===== config.mk =====
export PLATFORM = sky130hd
export DESIGN_NAME = pe_controller
export DESIGN_NICKNAME = d
export VERILOG_FILES = /design/src/rtl/pe_ctrl_pkg.sv /design/src/rtl/pe_ctrl_fetch.sv /design/src/rtl/pe_controller.sv
export SDC_FILE = /design/constraint.sdc
export NUM_CORES = 1
export LEC_CHECK = 0
export CELL_PAD_IN_SITES_DETAIL_PLACEMENT = 0
export CELL_PAD_IN_SITES_GLOBAL_PLACEMENT = 1
export CORE_MARGIN = 2
export CORE_UTILIZATION = 40
export DETAILED_ROUTE_END_ITERATION = 10
export PLACE_DENSITY_LB_ADDON = 0.1
export SKIP_CTS_REPAIR_TIMING = 1
export SYNTH_ARGS = -nofsm -noshare
export SYNTH_HDL_FRONTEND = slang
export SYNTH_SLANG_ARGS = --single-unit
export TNS_END_PERCENT = 1

===== constraint.sdc =====
create_clock -name CLK -period 9.9 [get_ports CLK]
set_clock_uncertainty 0.15 [all_clocks]
set_input_delay 0.99 -clock CLK [delete_from_list [all_inputs] [get_ports CLK]]
set_output_delay 0.99 -clock CLK [all_outputs]
set_load 0.01 [all_outputs]

===== src/rtl/pe_ctrl_pkg.sv =====
// Shared types and helpers for the PE controller: FSM states, opcodes,
// memory-latency constant and element-count derivation.
package pe_ctrl_pkg;

  typedef enum logic [2:0] {
    IDLE,
    INIT,
    LOADA,
    SWAP,
    LOADB,
    EXEC,
    OUT
  } state_e;

  typedef enum logic [1:0] {
    OP_DOT  = 2'd0,
    OP_ADD  = 2'd1,
    OP_SUB  = 2'd2,
    OP_RSVD = 2'd3
  } op_e;

  // Read data lands in the PE this many cycles after the grant cycle.
  localparam logic [2:0] LAT_CAPTURE = 3'd2;

  function automatic logic [4:0] len_from_dimen(input logic [1:0] dimen);
    return 5'd2 << dimen;
  endfunction

endpackage


===== src/rtl/pe_ctrl_fetch.sv =====
// Operand fetch sequencer: request/grant handshake, capture latency tracking
// and element counter. Counters clear whenever the sequencer is disabled.
module pe_ctrl_fetch
  import pe_ctrl_pkg::*;
#(
  parameter int unsigned AW = 16
) (
  input  logic          clk_i,
  input  logic          rst_ni,
  input  logic          en_i,
  input  logic          gnt_i,
  input  logic [AW-1:0] base_i,
  input  logic [4:0]    len_i,
  output logic          rd_o,
  output logic [AW-1:0] addr_o,
  output logic [2:0]    lat_o,
  output logic          last_o
);

  logic [2:0] lat_q, lat_d;
  logic [4:0] idx_q, idx_d;

  always_ff @(posedge clk_i or negedge rst_ni) begin
    if (!rst_ni) begin
      lat_q <= '0;
      idx_q <= '0;
    end else begin
      lat_q <= lat_d;
      idx_q <= idx_d;
    end
  end

  // Grants are only honoured while a request is outstanding (latency 0).
  always_comb begin
    lat_d = lat_q;
    idx_d = idx_q;
    if (!en_i) begin
      lat_d = '0;
      idx_d = '0;
    end else if (lat_q == '0) begin
      if (gnt_i) lat_d = 3'd1;
    end else if (lat_q == LAT_CAPTURE) begin
      lat_d = '0;
      idx_d = idx_q + 5'd1;
    end else begin
      lat_d = lat_q + 3'd1;
    end
  end

  assign rd_o   = en_i && (lat_q == '0);
  assign addr_o = rd_o ? (base_i + AW'(idx_q)) : '0;
  assign lat_o  = en_i ? lat_q : '0;
  assign last_o = en_i && (lat_q == LAT_CAPTURE) && (idx_q == len_i - 5'd1);

endmodule


===== src/rtl/pe_controller.sv =====
// Command-driven sequencer for a vector PE: loads operands A and B from
// memory, runs DOT/ADD/SUB for LEN cycles and streams results out.
module pe_controller
  import pe_ctrl_pkg::*;
#(
  parameter int unsigned N  = 16,
  parameter int unsigned AW = 16
) (
  input  logic                   CLK,
  input  logic                   RSTN,
  input  logic                   CMD_VALID,
  output logic                   CMD_READY,
  input  logic [1:0]             CMD_OP,
  input  logic [1:0]             CMD_DIMEN,
  input  logic [AW-1:0]          CMD_BASE_A,
  input  logic [AW-1:0]          CMD_BASE_B,
  output logic                   MEM_RD,
  input  logic                   MEM_GNT,
  output logic [AW-1:0]          MEM_ADDR,
  output logic                   RST_ADD,
  output logic                   RST_PC,
  output logic                   RST_ACC,
  output logic                   ADD_RST,
  output logic                   MAT_MUX,
  output logic                   WRITE_MAT,
  output logic                   MAC_CTRL,
  output logic                   ADD_CTRL,
  output logic                   ADD_INC,
  output logic                   ADD_STORE,
  output logic                   OUT_READY,
  output logic [2:0]             latency_counter,
  output logic [1:0]             DIMEN,
  output logic [$clog2(N)-1:0]   STORE_ADDRESS,
  output logic                   RES_VALID,
  input  logic                   RES_READY,
  output logic                   RES_LAST,
  output logic [$clog2(N)-1:0]   RES_INDEX,
  output logic                   BUSY,
  output logic                   DONE,
  output logic                   ERR
);

  state_e        state_q, state_d;
  op_e           op_q, op_d;
  logic [1:0]    dimen_q, dimen_d;
  logic [AW-1:0] base_a_q, base_a_d;
  logic [AW-1:0] base_b_q, base_b_d;
  logic [4:0]    cnt_q, cnt_d;
  logic [4:0]    len;
  logic          cmd_ready;
  logic          fetch_en;
  logic          fetch_last;

  assign len = len_from_dimen(dimen_q);

  always_ff @(posedge CLK or negedge RSTN) begin
    if (!RSTN) begin
      state_q  <= IDLE;
      op_q     <= OP_DOT;
      dimen_q  <= '0;
      base_a_q <= '0;
      base_b_q <= '0;
      cnt_q    <= '0;
    end else begin
      state_q  <= state_d;
      op_q     <= op_d;
      dimen_q  <= dimen_d;
      base_a_q <= base_a_d;
      base_b_q <= base_b_d;
      cnt_q    <= cnt_d;
    end
  end

  assign fetch_en = (state_q == LOADA) || (state_q == LOADB);

  pe_ctrl_fetch #(
    .AW (AW)
  ) u_fetch (
    .clk_i  (CLK),
    .rst_ni (RSTN),
    .en_i   (fetch_en),
    .gnt_i  (MEM_GNT),
    .base_i ((state_q == LOADA) ? base_a_q : base_b_q),
    .len_i  (len),
    .rd_o   (MEM_RD),
    .addr_o (MEM_ADDR),
    .lat_o  (latency_counter),
    .last_o (fetch_last)
  );

  always_comb begin
    state_d       = state_q;
    op_d          = op_q;
    dimen_d       = dimen_q;
    base_a_d      = base_a_q;
    base_b_d      = base_b_q;
    cnt_d         = '0;
    cmd_ready     = 1'b0;
    RST_ADD       = 1'b0;
    RST_PC        = 1'b0;
    RST_ACC       = 1'b0;
    ADD_RST       = 1'b0;
    MAT_MUX       = 1'b0;
    WRITE_MAT     = 1'b0;
    MAC_CTRL      = 1'b0;
    ADD_CTRL      = 1'b0;
    ADD_INC       = 1'b0;
    ADD_STORE     = 1'b0;
    OUT_READY     = 1'b0;
    RES_VALID     = 1'b0;
    RES_LAST      = 1'b0;
    RES_INDEX     = '0;
    STORE_ADDRESS = '0;
    DONE          = 1'b0;
    ERR           = 1'b0;
    unique case (state_q)
      IDLE: begin
        cmd_ready = 1'b1;
        if (CMD_VALID) begin
          if (CMD_OP == OP_RSVD) begin
            ERR = 1'b1;
          end else begin
            op_d     = op_e'(CMD_OP);
            dimen_d  = CMD_DIMEN;
            base_a_d = CMD_BASE_A;
            base_b_d = CMD_BASE_B;
            state_d  = INIT;
          end
        end
      end
      INIT: begin
        RST_ADD = 1'b1;
        RST_PC  = 1'b1;
        RST_ACC = 1'b1;
        ADD_RST = 1'b1;
        state_d = LOADA;
      end
      LOADA: begin
        WRITE_MAT = 1'b1;
        MAT_MUX   = 1'b1;
        if (fetch_last) state_d = SWAP;
      end
      SWAP: begin
        RST_ADD = 1'b1;
        state_d = LOADB;
      end
      LOADB: begin
        WRITE_MAT = 1'b1;
        if (fetch_last) state_d = EXEC;
      end
      EXEC: begin
        if (op_q == OP_DOT) begin
          MAC_CTRL = 1'b1;
        end else begin
          ADD_INC  = 1'b1;
          ADD_CTRL = (op_q == OP_SUB);
        end
        if (cnt_q == len - 5'd1) state_d = OUT;
        else                     cnt_d   = cnt_q + 5'd1;
      end
      OUT: begin
        OUT_READY     = 1'b1;
        RES_VALID     = 1'b1;
        ADD_STORE     = (op_q != OP_DOT);
        RES_INDEX     = cnt_q[$clog2(N)-1:0];
        STORE_ADDRESS = cnt_q[$clog2(N)-1:0];
        RES_LAST      = (op_q == OP_DOT) || (cnt_q == len - 5'd1);
        cnt_d         = cnt_q;
        if (RES_READY) begin
          if (RES_LAST) begin
            DONE    = 1'b1;
            cnt_d   = '0;
            state_d = IDLE;
          end else begin
            cnt_d = cnt_q + 5'd1;
          end
        end
      end
      default: state_d = IDLE;
    endcase
  end

  // Ready is suppressed while reset is asserted so every output reads 0.
  assign CMD_READY = cmd_ready && RSTN;
  assign DIMEN     = dimen_q;
  assign BUSY      = (state_q != IDLE);

endmodule


Run 1, cells by drive strength:
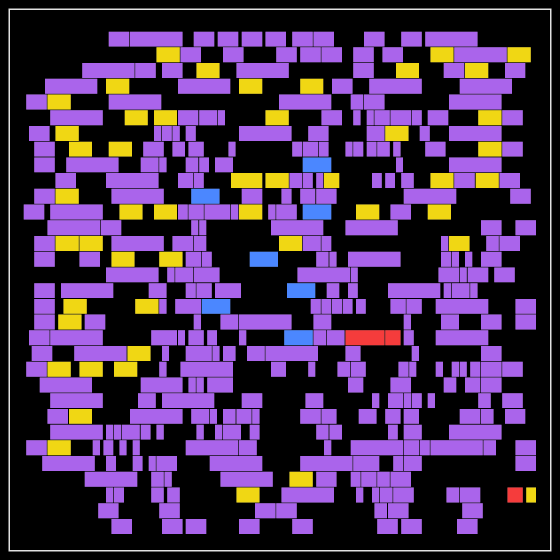
| color | size | cells | share | most used |
|---|---|---|---|---|
| yellow | drive 2 | 48 | 12% | mux2_2 |
| blue | drive 6 and up | 7 | 1.8% | clkbuf_8 |
| purple | drive 1 or less | 333 | 85% | clkdlybuf4s50_1 |
| red | drive 3 to 4 | 3 | 0.77% | buf_4 |
Area Overhead vs Synth: 30.62%
Final Worst Setup Slack: 4.465 ns
post-route cell area: 4179 um2

Run 1, met1 routing:
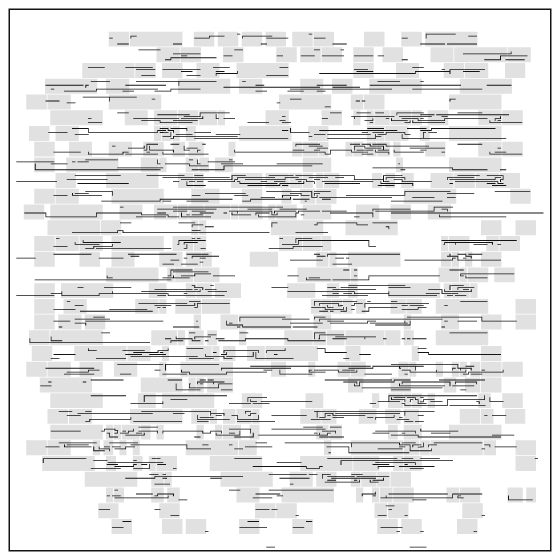
share of all routed wire: 49%
main direction: horizontal
met1 Use GR: 24.33%
overall routed net length: 7.061 mm

Run 1, track usage over the die:
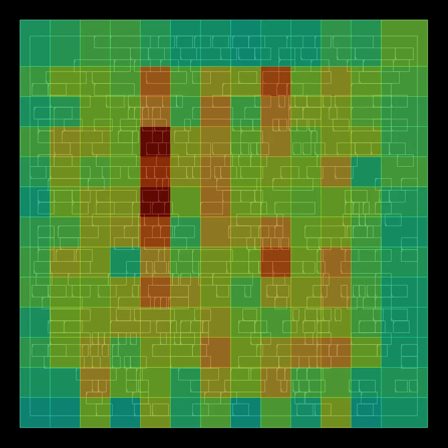
M2 GR Usage: 24.70%
final core occ: 54.08%
routed len/inst: 14.32 um
M3 GR Usage: 3.546%

==> GITHUB_STEP_SUMMARY, run 1 <==
### Flow metrics

| Metric | Value |
|---|---|
| Least-Margin Pin Slew | 0.9080 ns |
| Register area | 1301 um2 |
| Cell count after synthesis | approximately 310 |
| WP data arrival | around 4.3 ns |
| Flop-to-flop setup slack | ~7.2 ns |
| CP startpoint | state_q[2]$_DFFE_PN0P_ |
| Pin count of the biggest net entering global routing | 54 |
| Synth Warn # | 0 |
| EDFF count, synth | 0 |
| Crit-path cells | nor3b_4, buf_4, mux2_2, ha_1, inv_1, fa_1, nand3b_1, a21boi_0, o22ai_1, or3_1, a21oi_1, clkdlybuf4s50_1 |
| Syn Nets | between 300 and 400 |
| GRT busiest layer | met2 |
| R2r startpoint | state_q[2]$_DFFE_PN0P_ |
| DRT antenna net count | 0 |
| Pre-CTS WS | 4.854 ns |
| Max-Cap Viols | 0 |
| Clock Sinks | 52 |
| CORE AREA | 7727 um2 |
| CTS buffer count | 5 |
| Cell area leaders | dfrtp_1 41%, mux2_2 15%, nor2_1 3.5%, ha_1 3.1%, mux2i_1 3.1% |
| PD cells | 273.6 nW/um2 |
| Slowest stage cell, crit path | clkdlybuf4s50_1 |
| Worst-path maximum fanout | 23 |
| Fill cells | 679 |
| Flops after synth | 52 |
| Lkg Pwr | 0.001727 uW |
| Vias in the first global route | 2,299 |
| CTS tree | built |
| Worst skew pair latency | 0.30 ns |
| Most used logic cell in the final layout | clkdlybuf4s50_1 |
| Final Hold Viols | 0 |
| Global route total overflow | 0 |
| # IOs | 88 |
| Final setup TNS | 0 ns |
| Area after DPL | ~4100 um2 |
| GRT Util Overall | 16.37% |
| Final #Nets | 441 |
| RD Place Congestion | roughly 0.82 |
| Drt drc | 0 |
| Async SR Flop Fraction | 100.0% |
| Final Setup Violations | 0 |
| Top-count cell post-synth | dfrtp_1 |
| Peak supply drop | 139.2 uV |
| Synth Seq Share | a little over 40% |
| Top cells by count, synth | 52 x dfrtp_1, 44 x mux2_2, 30 x nor2_1 |
| Reg2reg end | base_b_q[3]$_DFFE_PN0P_ |
| Die Ht | 93.44 um |
| WS Path Type | reg2out |
| First-pass GRT wire length | ~11 mm |
| Placed instance count | 486 |
| Initial DRT Pass Iterations | 4 |
| Period utilisation layout | 54.90% |
| # Cells Yosys | 314 |
| Max_slew headroom | 39.40% |
| Fmax | 184.0 MHz |
| Area leader, netlist | dfrtp_1 |
| Crit path max-delay family | buffers and inverters |
| CTS root buf | clkbuf_8 |
| RSZ-0062 raised after global routing | no |
| Setup crit end | MEM_ADDR[14] |
| Cell count of the worst reg-to-reg path | 3 |
| Top cell area share | 40.67% |
| Critical path's largest stage delay | ~0.57 ns |
| Max-slew violations | 0 |
| Antenna cells | 0 |
| Hold Path Class | reg2reg |
| Hold path startpoint | base_a_q[14]$_DFFE_PN0P_ |
| Clock buffer depth | 2 |
| Antenna violations before repair | 0 |
| DR vias/cell | 5.148 |
| Non-Filler Instances | about 490 |
| Crit start category | flop |
| Top cells excl fill/tap | 86 x clkdlybuf4s50_1, 52 x dfrtp_1, 44 x mux2_2, 30 x nor2_1, 19 x nand2_1 |
| Distinct lib cells used | 48 |
| Crit path buf inv count | 3 |
| Fin crit period | around 5.4 ns |
| Share of layout cells above drive strength 1 | 14.83% |
| CP Capture Type | primary output |
| Prevailing post-synth register cell | dfrtp_1 |
| Die Footprint | 8730 um2 |
| CP required | a little under 9 ns |
| Core Rows | 32 |
| Tool Warnings | 27 |
| Area reported by Yosys stat | roughly 3200 um2 |
| Worst-path clk slew | 0.09 ns |
| Hold Crit Endpoint | base_a_q[14]$_DFFE_PN0P_ |
| Critical Path Stages | 12 |
| Mapped cell area | between 3000 and 4000 um2 |
| Gate Area | 1735 um2 |
| DP Wirelength | 5.231 mm |
| Die X | 93.44 um |
| Syn_area_per_cell | 10.19 um2 |
| Status | finished clean |
| Core Util at FP | 41.40% |
| Via Count | 2,538 |
| Pwr Total | 1143 uW |
| H-tree levels | 2 |
| Hold Crit Depth | 1 |
| Initial DRC count | approximately 76 |
| PortBufs | 87 |
[run 1: metrics by stage]
stage / util (%) / hold slack, ns
4_1_cts: 54.08 / 0.3639
6_report: 54.08 / 0.3594
2_1_floorplan: - / 0.3236
3_5_place_dp: 52.83 / 0.3401
3_3_place_gp: 52.83 / 0.3355
5_1_grt: 54.08 / 0.3859
[run 1: flip-flops by register name, indices dropped and copies added (netlist names)]
register / count
DIMEN: 2
base_a_q: 16
base_b_q: 16
cnt_q: 5
op_q: 2
state_q: 3
u_fetch.idx_q: 5
u_fetch.lat_q: 3
[run 1: power breakdown]
group | total, uW | internal, uW | switching [uW] | leakage (uW)
Clock | 130 | 62.5 | 67.8 | 0.0000503
Sequential | 384 | 298 | 85.9 | 0.000643
Combinational | 629 | 343 | 286 | 0.00103
Total | 1140 | 703 | 440 | 0.00173
[run 1: metal layers]
layer / wire (um) / up-vias
li1: - / 1264
met1: 3494 / 1208
met2: 3160 / 61
met3: 360 / 5
met4: 46 / 0
met5: 0 / -
[run 1: cell families after synthesis]
| logic type | share of synthesized area, % |
|---|---|
| AND/OR/NAND/NOR | 17.91 |
| AND-OR/OR-AND | 9.581 |
| multiplexers | 18.62 |
| buffers and inverters | 5.084 |
| adder cells (fa/ha/maj) | 3.755 |
| flip-flops | 40.67 |
| XOR/XNOR | 4.380 |
[run 1: cell type report]
cell class	instances	share of cell area, %
Clock buffer	7	2.305
Inverter	10	0.8982
Multi-Input combinational cell	233	41.53
Sequential cell	52	31.14
Tap cell	102	3.054
Timing Repair Buffer	89	21.08
Run 1, signal wires on met2:
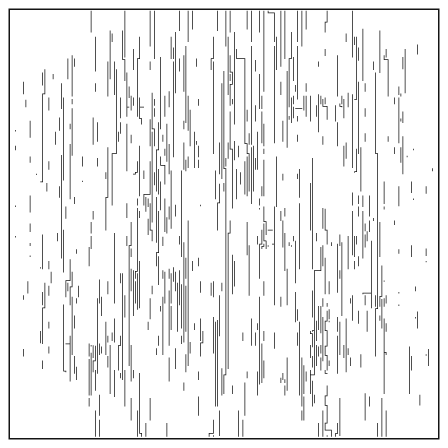

==> run 1 -> run 2 <==
- CORE_UTILIZATION: 40 -> 33
- clock period: 9.9 -> 4.95 ns (I/O delays scaled with it)
Run 2, signal wires on met2:
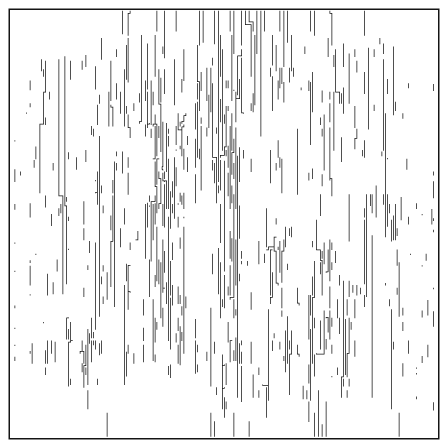
wire length on this layer: 3,330 um
longest straight run: 57.8 um
nets with wire on the layer: 373
overall routed net length: 7.544 mm
M2 GR Usage: 23.13%
Via Count: 2,533

==> GITHUB_STEP_SUMMARY, run 2 <==
### Flow metrics

| Metric | Value |
|---|---|
| Max-slew violations | 0 (unchanged) |
| Reg2reg end | base_b_q[15]$_DFFE_PN0P_ (was base_b_q[3]$_DFFE_PN0P_) |
| Synth Warn # | 0 (unchanged) |
| PortBufs | 87 (unchanged) |
| Flops after synth | 52 (unchanged) |
| Flop-to-flop setup slack | 2.21 ns (was 7.21 ns) |
| Top cells excl fill/tap | 86 x clkdlybuf4s50_1, 52 x dfrtp_1, 44 x mux2_2, 30 x nor2_1, 19 x nand2_1 (unchanged) |
| CTS root buf | clkbuf_8 (unchanged) |
| # Cells Yosys | 314 (unchanged) |
| R2r startpoint | state_q[2]$_DFFE_PN0P_ (unchanged) |
| Die Ht | 102.5 um (was 93.44 um) |
| Cell count of the worst reg-to-reg path | 3 (unchanged) |
| Peak supply drop | 257.8 uV (was 139.2 uV) |
| Most used logic cell in the final layout | clkdlybuf4s50_1 (unchanged) |
| Initial DRT Pass Iterations | 4 (unchanged) |
| Met1 Use GR | 21.14% (was 24.33%) |
| Top cell area share | 40.67% (unchanged) |
| PD cells | 551.6 nW/um2 (was 273.6 nW/um2) |
| Least-Margin Pin Slew | 0.9249 ns (was 0.9080 ns) |
| Fmax | 219.0 MHz |
| Distinct lib cells used | 48 (unchanged) |
| Drt drc | 0 (unchanged) |
| Area reported by Yosys stat | 3199 um2 (unchanged) |
| Pwr Total | 2330 uW (was 1143 uW) |
| Final setup TNS | 0 ns (unchanged) |
| Top cells by count, synth | 52 x dfrtp_1, 44 x mux2_2, 30 x nor2_1 (unchanged) |
| Vias in the first global route | 2,415 (was 2,299) |
| RSZ-0062 raised after global routing | no (unchanged) |
| Prevailing post-synth register cell | dfrtp_1 (unchanged) |
| Cell area leaders | dfrtp_1 41%, mux2_2 15%, nor2_1 3.5%, ha_1 3.1%, mux2i_1 3.1% (unchanged) |
| First-pass GRT wire length | 11.99 mm (was 11.46 mm) |
| Core Rows | 35 (was 32) |
| Max_slew headroom | 38.27% (was 39.40%) |
| Antenna cells | 0 (unchanged) |
| Clock buffer depth | 2 (unchanged) |
| Period utilisation layout | between 90% and 100% |
| DP Wirelength | 5.564 mm (was 5.231 mm) |
| DRT antenna net count | 0 (unchanged) |
| DR vias/cell | 4.862 (was 5.148) |
| Worst skew pair latency | 0.30 ns (about the same) |
| Final #Nets | 441 (unchanged) |
| Hold Path Class | in2async (was reg2reg) |
| Initial DRC count | 50 (was 76) |
| Pin count of the biggest net entering global routing | 54 (unchanged) |
| Tool Warnings | 27 (unchanged) |
| Antenna violations before repair | 0 (unchanged) |
| CP required | 4.30 ns (was 8.76 ns) |
| Async SR Flop Fraction | 100.0% (unchanged) |
| RD Place Congestion | 0.7461 (was 0.8225) |
| Area leader, netlist | dfrtp_1 (unchanged) |
| Crit start category | flop (unchanged) |
| Setup crit end | MEM_ADDR[12] (was MEM_ADDR[14]) |
| Fin crit period | 4.566 ns |
| Final Setup Violations | 0 (unchanged) |
| WS Path Type | reg2out (unchanged) |
| H-tree levels | 2 (unchanged) |
| CTS tree | built (unchanged) |
| Die X | 102.5 um (was 93.44 um) |
| Top flop regs | base_a_q: 16 flops, base_b_q: 16 flops (unchanged) |
| Status | finished clean (unchanged) |
| # IOs | 88 (unchanged) |
| Max-Cap Viols | 0 (unchanged) |
| Share of layout cells above drive strength 1 | 14.80% (was 14.83%) |
| Clock Sinks | 52 (unchanged) |
| CP startpoint | state_q[2]$_DFFE_PN0P_ (unchanged) |
| CORE AREA | 9328 um2 (was 7727 um2) |
| Fill cells | 933 (was 679) |
| Cell count after synthesis | 314 (unchanged) |
| Synth Seq Share | 40.67% (unchanged) |
| Global route total overflow | 0 (unchanged) |
| Syn_area_per_cell | 10.19 um2 (unchanged) |
| WP data arrival | 3.92 ns (was 4.30 ns) |
| Mapped cell area | 3199 um2 (unchanged) |
| CP Capture Type | primary output (unchanged) |
| Die Footprint | 10,500 um2 (was 8730 um2) |
| CTS buffer count | 5 (unchanged) |
| EDFF count, synth | 0 (unchanged) |
| Top-count cell post-synth | dfrtp_1 (unchanged) |
| Final Hold Viols | 0 (unchanged) |
| Syn Nets | 364 (unchanged) |
| Worst-path clk slew | 0.10 ns (was 0.09 ns) |
| Area Overhead vs Synth | 32.03% (was 30.62%) |
| Core Util at FP | 34.30% (was 41.40%) |
| Lkg Pwr | 0.001732 uW (was 0.001727 uW) |
| Worst-path maximum fanout | 13 (was 23) |
Run 2, track usage over the die:
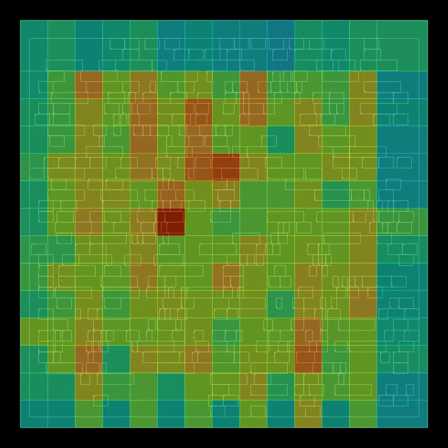
GRT busiest layer: met2
M3 GR Usage: 2.873%
GRT Util Overall: 14.77%
routed len/inst: 14.48 um

run 2: cell counts after synthesis:
No cell type changed its count.
run 2: logic make-up (layout without fill, tap and decap cells):
group	Yosys count	in the layout	synth area share, %
simple gates	108	108	17.91
xor+xnor	16	16	4.380
compound gates	46	46	9.581
buf+inv	29	107	5.084
flops	52	52	40.67
mux	54	54	18.62
fa+ha+maj	9	9	3.755
run 2: stage by stage:
step	cells	hold slack (ns)	utilization (%)	setup WS (ns)	area, um2
floorplan	314	0.04941	-	1.182	3199
global placement	513	0.3349	44.13	0.6656	4116
detailed placement	513	0.3440	44.13	0.6012	4116
CTS	521	0.1826	45.29	0.2266	4224
global route	521	0.2244	45.29	0.08555	4224
finish	521	0.1625	45.29	0.3836	4224
run 2: worst max-delay path, cell delays in order (launching register included):
cell	delay [ns]
dfrtp_1	0.56
nor3b_4	0.41
mux2_2	0.23
ha_1	0.16
inv_1	0.06
fa_1	0.39
nand3b_1	0.20
a21boi_1	0.30
o22ai_1	0.20
or3_1	0.40
a21oi_1	0.15
clkdlybuf4s50_1	0.56
run 2: area by class of cell:
type                            count  area (um2)  area share, %
Clock buffer                        6       72.57          1.718
Clock inverter                      2       35.03         0.8294
Tap cell                          129       161.4          3.821
Timing Repair Buffer               89       880.8          20.85
Inverter                           10       37.54         0.8886
Multi-Input combinational cell    233        1735          41.08
Sequential cell                    52        1301          30.81
run 2: per-layer routing:
metal  share of wire [%]  up-vias
li1                    -     1257
met1                  50     1205
met2                  44       69
met3                 4.8        2
met4                0.53        0
met5                   0        -
run 2: power by group:
group	leakage (uW)	internal [uW]	switching (uW)
clock network	0.0000552	150	142
registers	0.000643	596	171
logic	0.00103	689	582
Power figures rest on the tool's default switching activity, not on a simulated workload.
